File: src/rtl/handshake_pkg.sv
// rtl/handshake_pkg.sv - shared defaults and pointer-width helper for the handshake FIFO path
package handshake_pkg;

  localparam int DEFAULT_WIDTH = 9;
  localparam int DEFAULT_DEPTH = 16;
  localparam int DEFAULT_AFULL = 12;

  // Ceiling log2, usable in constant (parameter) contexts.
  function automatic int clog2(input int n);
    int r;
    r = 0;
    for (int i = 0; i < 31; i++) begin
      if ((1 << i) < n) r = i + 1;
    end
    return r;
  endfunction

endpackage

File: src/rtl/fifo_mem_2d.sv
// rtl/fifo_mem_2d.sv - DEPTH x WIDTH register array, sync write port, async read port
module fifo_mem_2d
  import handshake_pkg::*;
#(
  parameter int WIDTH = DEFAULT_WIDTH,
  parameter int DEPTH = DEFAULT_DEPTH
) (
  input  logic                    clk,
  input  logic                    wr_en_i,
  input  logic [clog2(DEPTH)-1:0] wr_addr_i,
  input  logic [WIDTH-1:0]        wr_data_i,
  input  logic [clog2(DEPTH)-1:0] rd_addr_i,
  output logic [WIDTH-1:0]        rd_data_o
);

  logic [WIDTH-1:0] mem_q [DEPTH];

  // Storage is deliberately not reset; contents are only meaningful behind the pointers.
  always_ff @(posedge clk) begin
    if (wr_en_i) mem_q[wr_addr_i] <= wr_data_i;
  end

  // Combinational read so the head word falls through to the output.
  always_comb begin
    rd_data_o = mem_q[rd_addr_i];
  end

endmodule

File: src/rtl/handshake_fifo.sv
// rtl/handshake_fifo.sv - first-word-fall-through elastic buffer between source and destination
module handshake_fifo
  import handshake_pkg::*;
#(
  parameter int WIDTH = DEFAULT_WIDTH,
  parameter int DEPTH = DEFAULT_DEPTH,
  parameter int AFULL = DEFAULT_AFULL
) (
  input  logic                  clk,
  input  logic                  s_rst_n,
  input  logic                  in_vaild,
  input  logic [WIDTH-1:0]      in_data,
  output logic                  in_ready,
  output logic                  out_vaild,
  output logic [WIDTH-1:0]      out_data,
  input  logic                  out_ready,
  output logic [clog2(DEPTH):0] count,
  output logic                  almost_full
);

  localparam int AW = clog2(DEPTH);
  localparam int PW = AW + 1;
  localparam logic [PW-1:0] AFULL_C = PW'(AFULL);

  logic [PW-1:0] wr_ptr_q, wr_ptr_d;
  logic [PW-1:0] rd_ptr_q, rd_ptr_d;
  logic [PW-1:0] count_q, count_d;
  logic          full, empty, push, pop;

  // Flags come only from registered pointers: no path from out_ready to in_ready.
  always_comb begin
    empty = (wr_ptr_q == rd_ptr_q);
    full  = (wr_ptr_q[AW-1:0] == rd_ptr_q[AW-1:0]) && (wr_ptr_q[AW] != rd_ptr_q[AW]);
    push  = in_vaild && !full;
    pop   = out_ready && !empty;
  end

  // Next-state for pointers (wrap modulo 2*DEPTH through natural overflow) and occupancy.
  always_comb begin
    wr_ptr_d = wr_ptr_q;
    rd_ptr_d = rd_ptr_q;
    count_d  = count_q;
    if (push) wr_ptr_d = wr_ptr_q + 1'b1;
    if (pop)  rd_ptr_d = rd_ptr_q + 1'b1;
    if (push && !pop)      count_d = count_q + 1'b1;
    else if (pop && !push) count_d = count_q - 1'b1;
  end

  // Control state; reset discards all contents immediately.
  always_ff @(posedge clk or negedge s_rst_n) begin
    if (!s_rst_n) begin
      wr_ptr_q <= '0;
      rd_ptr_q <= '0;
      count_q  <= '0;
    end else begin
      wr_ptr_q <= wr_ptr_d;
      rd_ptr_q <= rd_ptr_d;
      count_q  <= count_d;
    end
  end

  fifo_mem_2d #(
    .WIDTH (WIDTH),
    .DEPTH (DEPTH)
  ) u_mem (
    .clk       (clk),
    .wr_en_i   (push),
    .wr_addr_i (wr_ptr_q[AW-1:0]),
    .wr_data_i (in_data),
    .rd_addr_i (rd_ptr_q[AW-1:0]),
    .rd_data_o (out_data)
  );

  // Status outputs, all derived from registered state.
  always_comb begin
    in_ready    = !full;
    out_vaild   = !empty;
    count       = count_q;
    almost_full = (count_q >= AFULL_C);
  end

endmodule

File: config.mk
export PLATFORM = sky130hd
export DESIGN_NAME = handshake_fifo
export DESIGN_NICKNAME = d
export VERILOG_FILES = /design/src/rtl/handshake_pkg.sv /design/src/rtl/fifo_mem_2d.sv /design/src/rtl/handshake_fifo.sv
export SDC_FILE = /design/constraint.sdc
export NUM_CORES = 1
export LEC_CHECK = 0
export CAP_MARGIN = 25
export CORE_UTILIZATION = 56
export CTS_BUF_LIST = sky130_fd_sc_hd__clkbuf_8
export DETAILED_ROUTE_END_ITERATION = 16
export GPL_TIMING_DRIVEN = 1
export HOLD_SLACK_MARGIN = 0.15
export PLACE_DENSITY = 0.8
export SETUP_SLACK_MARGIN = 0.1
export SLEW_MARGIN = 20
export SYNTH_ARGS = -nofsm -noshare
export SYNTH_HDL_FRONTEND = slang
export SYNTH_SLANG_ARGS = --single-unit
File: constraint.sdc
create_clock -name clk -period 2.5 [get_ports clk]
set_input_delay 0.5 -clock clk [delete_from_list [all_inputs] [get_ports clk]]
set_output_delay 0.5 -clock clk [all_outputs]
set_load 0.05 [all_outputs]
run_1/pins.png
Scale: 2 px per um. Pins as bars across the die edge, other pins in grey.
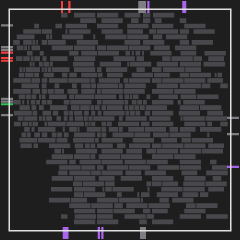
[in_data] purple | pins: 9 | direction: input | edge: 5 south, 3 north, 1 east
[count] red | pins: 5 | direction: output | edge: 3 west, 2 north
[in_ready] green | pins: 1 | direction: output | edge: west

run_1/final_clocks.png
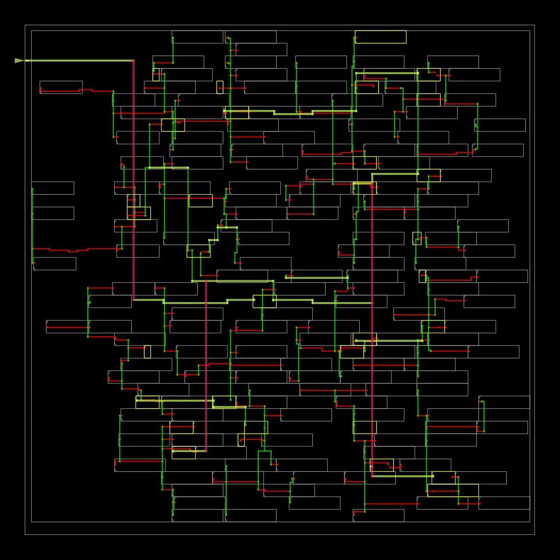
Late-Pin Clk Latency: 0.45 ns
CTS Buf Count: 17
Layout Skew: 0.00803 ns

==> impl_metrics.env, run 1 <==
# implementation run metrics
export IMPL_antenna_found_initial=0
export IMPL_comb_power_share=0.458
export IMPL_seq_power_share=0.352
export IMPL_ios=30
export IMPL_swShare=0.367
export IMPL_max_cap_violations=0
export IMPL_clock_sinks=159
export IMPL_top_cells_by_area="edfxtp_1 (66%), mux4_2 (12%), dfrtp_1 (5.7%), a22oi_1 (2.1%), ha_1 (1.9%)"
export IMPL_p_clk_frac=0.190
export IMPL_cp_slowest_cell="mux4_2"
export IMPL_final_setup_viol_count=10
export IMPL_failed_checks="negative setup slack"
export IMPL_r2r_slack_ns=-0.06
export IMPL_port_buffers=29
export IMPL_status="complete, but fails checks"
export IMPL_crit_path_start_kind="flop"
export IMPL_cts_max_level=4
export IMPL_cts_path_max_buffers=2
export IMPL_ant_nets=0
export IMPL_synth_warnings=0
export IMPL_tritoncts="done"
export IMPL_worst_slack_ns=-0.185
export IMPL_p_per_area_nw_per_um2=1270
export IMPL_vias=3506
export IMPL_cts_hold_buffers=0
export IMPL_arrival_ns=2.19
export IMPL_synth_cell_types=39
export IMPL_path_max_fanout=13
export IMPL_relSlewSlack=0.540
export IMPL_critPathBufInv=2
export IMPL_edf_count=144
export IMPL_worstPathRequired_ns=2.00
export IMPL_path_cells="buf_12 > mux4_2 > a22oi_2 > nand2_1 > buf_6"
export IMPL_grt_max_degree=23
export IMPL_hold_class="primary input to asynchronous set/reset pin"
export IMPL_yosys_area_um2=6540
run_1/cell_classes.png
Scale: 3 px per um. Fill, decap, tap and diode cells in grey.
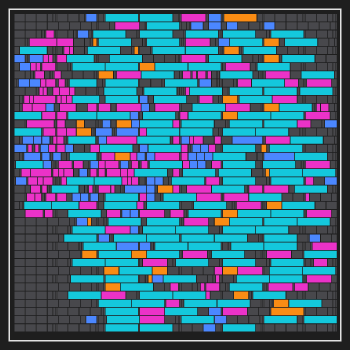
[other buffers and delay cells] blue | cells: 73 | share of their area: 9.4%
[all other logic] magenta | cells: 162 | share of their area: 24%
[flops] cyan | cells: 159 | share of their area: 61%
[clock drivers and dummy loads] orange | cells: 32 | share of their area: 5.3%

## run 1: power by group through the flow
stage | clock network (mW) | registers (mW) | logic [mW]
after floorplan | 0 | 3.62 | 2.78
after global placement | 0 | 3.52 | 3.90
after detailed placement | 0 | 3.54 | 4.02
after CTS | 1.92 | 3.49 | 4.40
after global routing | 2.04 | 3.54 | 4.83
final | 1.90 | 3.50 | 4.56
## run 1: how the worst max path moves through the flow
stage	startpoint	end
after floorplan	rd_ptr_q[3]	count[4]
after global placement	in_vaild	count[4]
after detailed placement	in_vaild	count[4]
after CTS	rd_ptr_q[1]	out_data[6]
after global routing	rd_ptr_q[1]	out_data[6]
final	rd_ptr_q[1]	out_data[6]
## run 1: kinds of logic (layout without fill, tap and decap cells)
kind of cell	after synthesis	in the layout	share of synthesized area
flops	159	159	0.719
buf+inv	24	111	0.0214
mux	38	38	0.128
simple gates	54	54	0.0438
fa+ha+maj	11	11	0.0222
compound gates	38	38	0.0446
xor+xnor	15	15	0.0213
## run 1: per-layer routing
| layer | up-vias | track usage | part of all wire |
|---|---|---|---|
| li1 | 1526 | - | - |
| met1 | 1819 | 0.322 | 0.41 |
| met2 | 140 | 0.394 | 0.51 |
| met3 | 21 | 0.0600 | 0.058 |
| met4 | 0 | 0.100 | 0.019 |
| met5 | - | 0 | 0 |
## run 1: flip-flops by register name, indices dropped and copies added (netlist names)
name         flops
rd_ptr_q         5
count            5
wr_ptr_q         5
u_mem.mem_q    144
## run 1: cells in the final DEF (no fill, tap or decap), types with 11 or more instances in the layout
cell type        Yosys  layout
dfrtp_1             15      14
edfxtp_1           144     144
mux4_2              36      36
and3_1              15      15
buf_4                4      38
clkdlybuf4s50_1      0      17
nand2_1             16      14
a22oi_2              0      11
clkbuf_8             0      23
## run 1: area by class of cell
cell class / count / area (um^2)
Multi-Input combinational cell: 156 / 1820
Clock buffer: 23 / 317
Clock inverter: 9 / 91.3
Fill cell: 699 / 3560
Tap cell: 143 / 179
Timing Repair Buffer: 73 / 726
Sequential cell: 159 / 4700
Inverter: 6 / 25.0
## run 1: stage by stage
step	total power [mW]	hold WS (ns)	util	TNS [ns]	worst slack [ns]
3_5_place_dp	7.55	0.520	0.630	-0.000956	-0.000956
5_1_grt	10.4	0.493	0.688	-2.26	-0.272
2_1_floorplan	6.39	0.204	-	0	0.101
3_3_place_gp	7.42	0.531	0.630	0	0.0748
6_report	9.96	0.456	0.688	-1.36	-0.185
4_1_cts	9.81	0.471	0.680	-1.70	-0.220
## run 1: repair_timing
action,4_1_cts,5_1_grt
gates resized,20,16
pin swaps,8,10
buffers inserted,2,4
cloned,2,0
setup endpoints to repair,10,13
==> run 2, diff against run 1 <==
--- a/config.mk
+++ b/config.mk
@@ -12,6 +12,7 @@
 export GPL_TIMING_DRIVEN = 1
 export HOLD_SLACK_MARGIN = 0.15
 export PLACE_DENSITY = 0.8
+export REMOVE_ABC_BUFFERS = 1
 export SETUP_SLACK_MARGIN = 0.1
 export SLEW_MARGIN = 20
 export SYNTH_ARGS = -nofsm -noshare
run_2/final_clocks.png
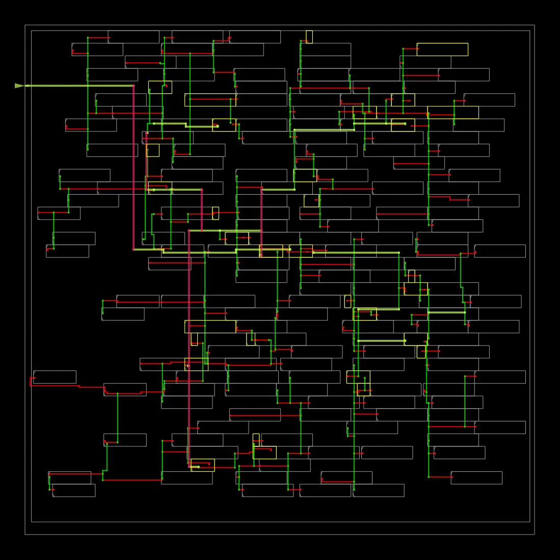
CLK BUF: 17
clock network power: 1.95 mW
num sequential: 159

==> run 2 against run 1 <==
  * The run still ends with negative setup slack left
  * Routed wire length rose by 3.0%
  * Utilization rose by 1.3 points
  * Clock skew rose by 0.0071 ns
  * Synthesized cell count did not move
  * Critical path type unchanged
==> impl_metrics.env, run 2 <==
# implementation run metrics
export IMPL_status="complete, but fails checks"
export IMPL_failed_checks="negative setup slack"
export IMPL_grt_max_degree=40
export IMPL_worstPathRequired_ns=2.00
export IMPL_fa_ha_area_frac=0.0222
export IMPL_final_core_util=0.701
export IMPL_ant_nets=0
export IMPL_edf_count=144
export IMPL_startpoint="rd_ptr_q[1]"
export IMPL_final_setup_viol_count=9
export IMPL_tritoncts="done"
export IMPL_path_cells="buf_4 > buf_12 > mux4_2 > a22oi_1 > nand2_1 > buf_6"
export IMPL_port_buffers=29
export IMPL_cp_slowest_cell="mux4_2"
export IMPL_largest_reg_flops=144
export IMPL_clk_latency_ns=0.45
export IMPL_yosys_area_um2=6540
export IMPL_vias=3490
export IMPL_xor_share=0.0213
export IMPL_fin_skew_ns=0.0152
export IMPL_cts_path_max_buffers=2
export IMPL_cts_buffers_inserted=17
export IMPL_cts_max_level=4
export IMPL_compound_area_frac=0.0446
export IMPL_top_cells_by_area="edfxtp_1 (66%), mux4_2 (12%), dfrtp_1 (5.7%), a22oi_1 (2.1%), ha_1 (1.9%)"
export IMPL_ios=30
export IMPL_worst_slack_ns=-0.167
export IMPL_relSlewSlack=0.521
export IMPL_hold_class="primary input to asynchronous set/reset pin"
export IMPL_top_logic_kind="multiplexers"
export IMPL_arrival_ns=2.17
export IMPL_crit_path_start_kind="flop"
export IMPL_synth_cell_types=39
export IMPL_synthMuxAreaShare=0.128
export IMPL_mostFrequentLayoutCells="edfxtp_1 (144), buf_4 (40), mux4_2 (36)"
export IMPL_synth_warnings=0
export IMPL_timing_hold_ws_ns=0.475
run_2/pins.png
Scale: 2 px per um. Pins as bars across the die edge, other pins in grey.
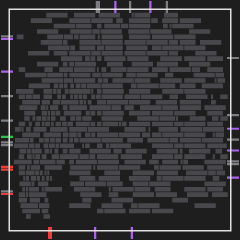
[in_ready] green | pins: 1 | direction: output | edge: west
[in_data] purple | pins: 9 | direction: input | edge: 3 east, 2 south, 2 north, 2 west
[count] red | pins: 5 | direction: output | edge: 3 west, 2 south

run 2: cell counts after synthesis:
Identical to the previous run, type by type.
run 2: layout make-up:
cell class | count | area, um^2 | area share
Tap cell | 143 | 179 | 0.0223
Multi-Input combinational cell | 156 | 1840 | 0.229
Inverter | 6 | 22.5 | 0.00281
Clock inverter | 15 | 176 | 0.0220
Sequential cell | 159 | 4700 | 0.587
Clock buffer | 17 | 234 | 0.0292
Timing Repair Buffer | 80 | 858 | 0.107
run 2: power by group:
| group | switching (mW) | internal [mW] | leakage, nW | total [mW] |
|---|---|---|---|---|
| clock network | 0.884 | 1.06 | 0.204 | 1.95 |
| registers | 0.205 | 3.27 | 1.48 | 3.48 |
| logic | 2.65 | 2.19 | 1.15 | 4.84 |
run 2: routing by layer:
metal / GRT usage / vias to the layer above / part of all wire
met4: 0.0990 / 0 / 0.030
met3: 0.0594 / 31 / 0.058
met5: 0 / - / 0
met1: 0.320 / 1796 / 0.39
met2: 0.411 / 128 / 0.52
li1: - / 1535 / -
run 2: what timing repair did:
item / CTS / global route
pin swaps: 10 / 6
resized: 27 / 21
hold buffers: 0 / 0
setup endpoints to repair: 10 / 15
setup buffers: 5 / 3
gates cloned: 2 / 1
run 2: cell families (layout without fill, tap and decap cells):
logic type	after synthesis	count (layout)
flops	159	159
compound gates	38	38
simple gates	54	54
fa+ha+maj	11	11
mux	38	38
buf+inv	24	118
xor+xnor	15	15
run 2: final timing paths:
kind                               end  slack (ns)  cells after the start
setup / recovery           out_data[5]       -0.17                      6
hold / removal                count[0]        0.48                      1
setup reg to reg              count[4]        0.02                     11
hold reg to reg               count[0]        0.53                      1
max in group asynchronous  rd_ptr_q[1]        1.52                      1
min in group clk              count[0]        0.53                      1
run 2: critical path, delay by kind of cell (launching register included):
| kind | cells | cell delay [ns] |
|---|---|---|
| simple gates | 1 | 0.11 |
| buf+inv | 3 | 0.44 |
| mux | 1 | 0.51 |
| compound gates | 1 | 0.21 |
| flops | 1 | 0.46 |
run_2/clock_map.png
Scale: 4 px per um.
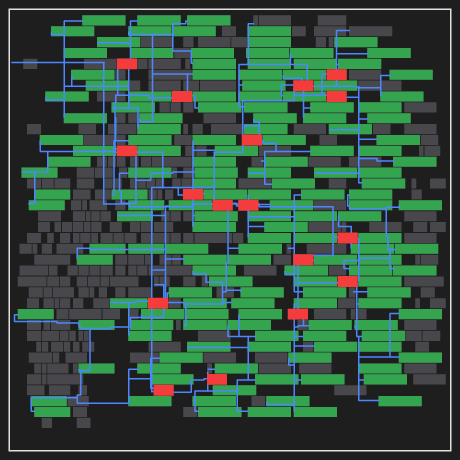

==> run 3, diff against run 2 <==
--- a/config.mk
+++ b/config.mk
@@ -6,6 +6,7 @@
 export NUM_CORES = 1
 export LEC_CHECK = 0
 export CAP_MARGIN = 25
+export CORE_ASPECT_RATIO = 0.9
 export CORE_UTILIZATION = 56
 export CTS_BUF_LIST = sky130_fd_sc_hd__clkbuf_8
 export DETAILED_ROUTE_END_ITERATION = 16
==> constraint.sdc (replaced) <==
create_clock -name clk -period 2.5 [get_ports clk]
set_input_delay 0.5 -clock clk [delete_from_list [all_inputs] [get_ports clk]]
set_output_delay 0.5 -clock clk [all_outputs]
set_load 0.02 [all_outputs]
run_3/clock_map.png
Scale: 4 px per um.
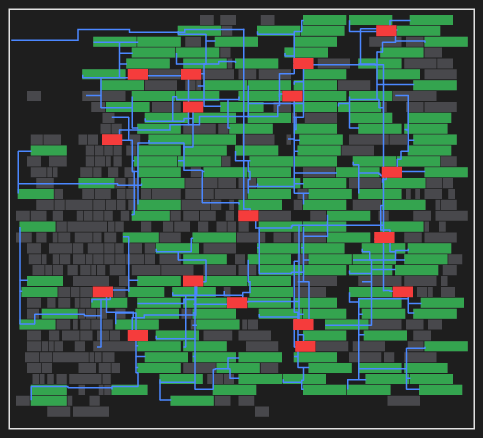
[cells driving clock nets] red | count: 17
[clock wires] blue | length: 1700 um
[flip-flops] green | count: 159
routed clock nets: 18

==> run 3 against run 2 <==
  * Critical path depth is 1 higher
  * Register-to-register slack worse by 0.17 ns
  * Routed wire length is 0.32% higher
  * Clock-buffer cell count stayed put
  * Synthesized cell count stayed put
  * Total power is 0.28% lower
  * The run still ends with negative setup slack left
  * Maximum frequency is 0.30% lower
  * Final area is 2.7% higher
  * Area after synthesis stayed put
  * Non-clock buffer count is 23 higher
  * Worst setup slack worse by 0.0081 ns
  * Largest cell class unchanged
==> impl_metrics.env, run 3 <==
# implementation run metrics
export IMPL_final_setup_viol_count=13
export IMPL_r2r_slack_ns=-0.15
export IMPL_largest_reg_flops=144
export IMPL_final_core_util=0.722
export IMPL_failed_checks="negative setup slack"
export IMPL_warnings=31
export IMPL_ant_nets=0
export IMPL_mostFrequentLayoutCells="edfxtp_1 (144), buf_4 (55), mux4_2 (36)"
export IMPL_cts_buffers_inserted=17
export IMPL_placed_area_um2=7320
export IMPL_yosys_area_um2=6540
export IMPL_worst_slack_ns=-0.175
export IMPL_arrival_ns=2.18
export IMPL_crit_family="multiplexers"
export IMPL_cts_path_max_buffers=2
export IMPL_timing_hold_ws_ns=0.494
export IMPL_clk_latency_ns=0.44
export IMPL_vias=3609
export IMPL_cts_hold_buffers=0
export IMPL_ios=30
export IMPL_grt_max_degree=21
export IMPL_relSlewSlack=0.497
export IMPL_hold_class="primary input to asynchronous set/reset pin"
export IMPL_worstPathRequired_ns=2.00
export IMPL_fin_skew_ns=0.00679
export IMPL_syn_inst=339
export IMPL_port_buffers=29
export IMPL_status="complete, but fails checks"
export IMPL_critPathBufInv=4
export IMPL_synth_cell_types=39
export IMPL_crit_path_start_kind="flop"
export IMPL_cp_slowest_cell="mux4_2"
export IMPL_synth_warnings=0
export IMPL_tritoncts="done"
export IMPL_top_cells_by_area="edfxtp_1 (66%), mux4_2 (12%), dfrtp_1 (5.7%), a22oi_1 (2.1%), ha_1 (1.9%)"
run_3/met2.png
Scale: 3 px per um. Cells faint in the background.
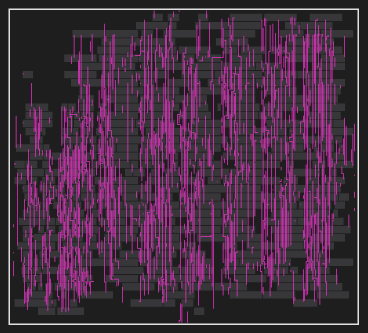
main direction: vertical
wire length on this layer: 7300 um
nets with wire on the layer: 430

-- run 3: cell counts after synthesis --
No cell type changed its count.
-- run 3: layout make-up --
class / count / area [um^2] / area share
Clock inverter: 15 / 205 / 0.0249
Sequential cell: 159 / 4700 / 0.571
Tap cell: 156 / 195 / 0.0237
Inverter: 6 / 22.5 / 0.00274
Multi-Input combinational cell: 156 / 1860 / 0.226
Timing Repair Buffer: 103 / 1010 / 0.122
Clock buffer: 17 / 234 / 0.0284
-- run 3: kinds of logic after synthesis --
| group | after synthesis | share of synthesized area |
|---|---|---|
| compound gates | 38 | 0.0446 |
| xor+xnor | 15 | 0.0213 |
| fa+ha+maj | 11 | 0.0222 |
| buf+inv | 24 | 0.0214 |
| flops | 159 | 0.719 |
| mux | 38 | 0.128 |
| simple gates | 54 | 0.0438 |
-- run 3: timing repair --
item / CTS / global route
resized: 86 / 23
gates cloned: 2 / 0
endpoints found under the setup margin: 14 / 27
pin swaps: 23 / 16
setup buffers: 14 / 13
-- run 3: path summary, 6_finish.rpt --
kind	startpoint	depth (start not counted)	endpoint
worst max-delay path	rd_ptr_q[1]	7	out_data[4]
worst min-delay path	s_rst_n	1	wr_ptr_q[0]
worst max register to register	rd_ptr_q[1]	13	count[4]
worst min register to register	count[0]	1	count[0]
max in group asynchronous	s_rst_n	1	rd_ptr_q[1]
min in group clk	count[0]	1	count[0]
-- run 3: layer usage --
metal | track usage | wire (um) | share of wire | vias to the layer above
li1 | - | - | - | 1582
met1 | 0.322 | 5420 | 0.39 | 1868
met2 | 0.409 | 7300 | 0.53 | 132
met3 | 0.0624 | 843 | 0.061 | 27
met4 | 0.104 | 293 | 0.021 | 0
met5 | 0 | 0 | 0 | -
-- run 3: power by group --
part | leakage, nW | internal (mW) | total [mW] | switching (mW)
clock network | 0.228 | 1.17 | 2.07 | 0.902
logic | 1.23 | 2.44 | 4.65 | 2.20
registers | 1.48 | 3.27 | 3.52 | 0.244
Power is estimated from default activity; no workload was simulated.
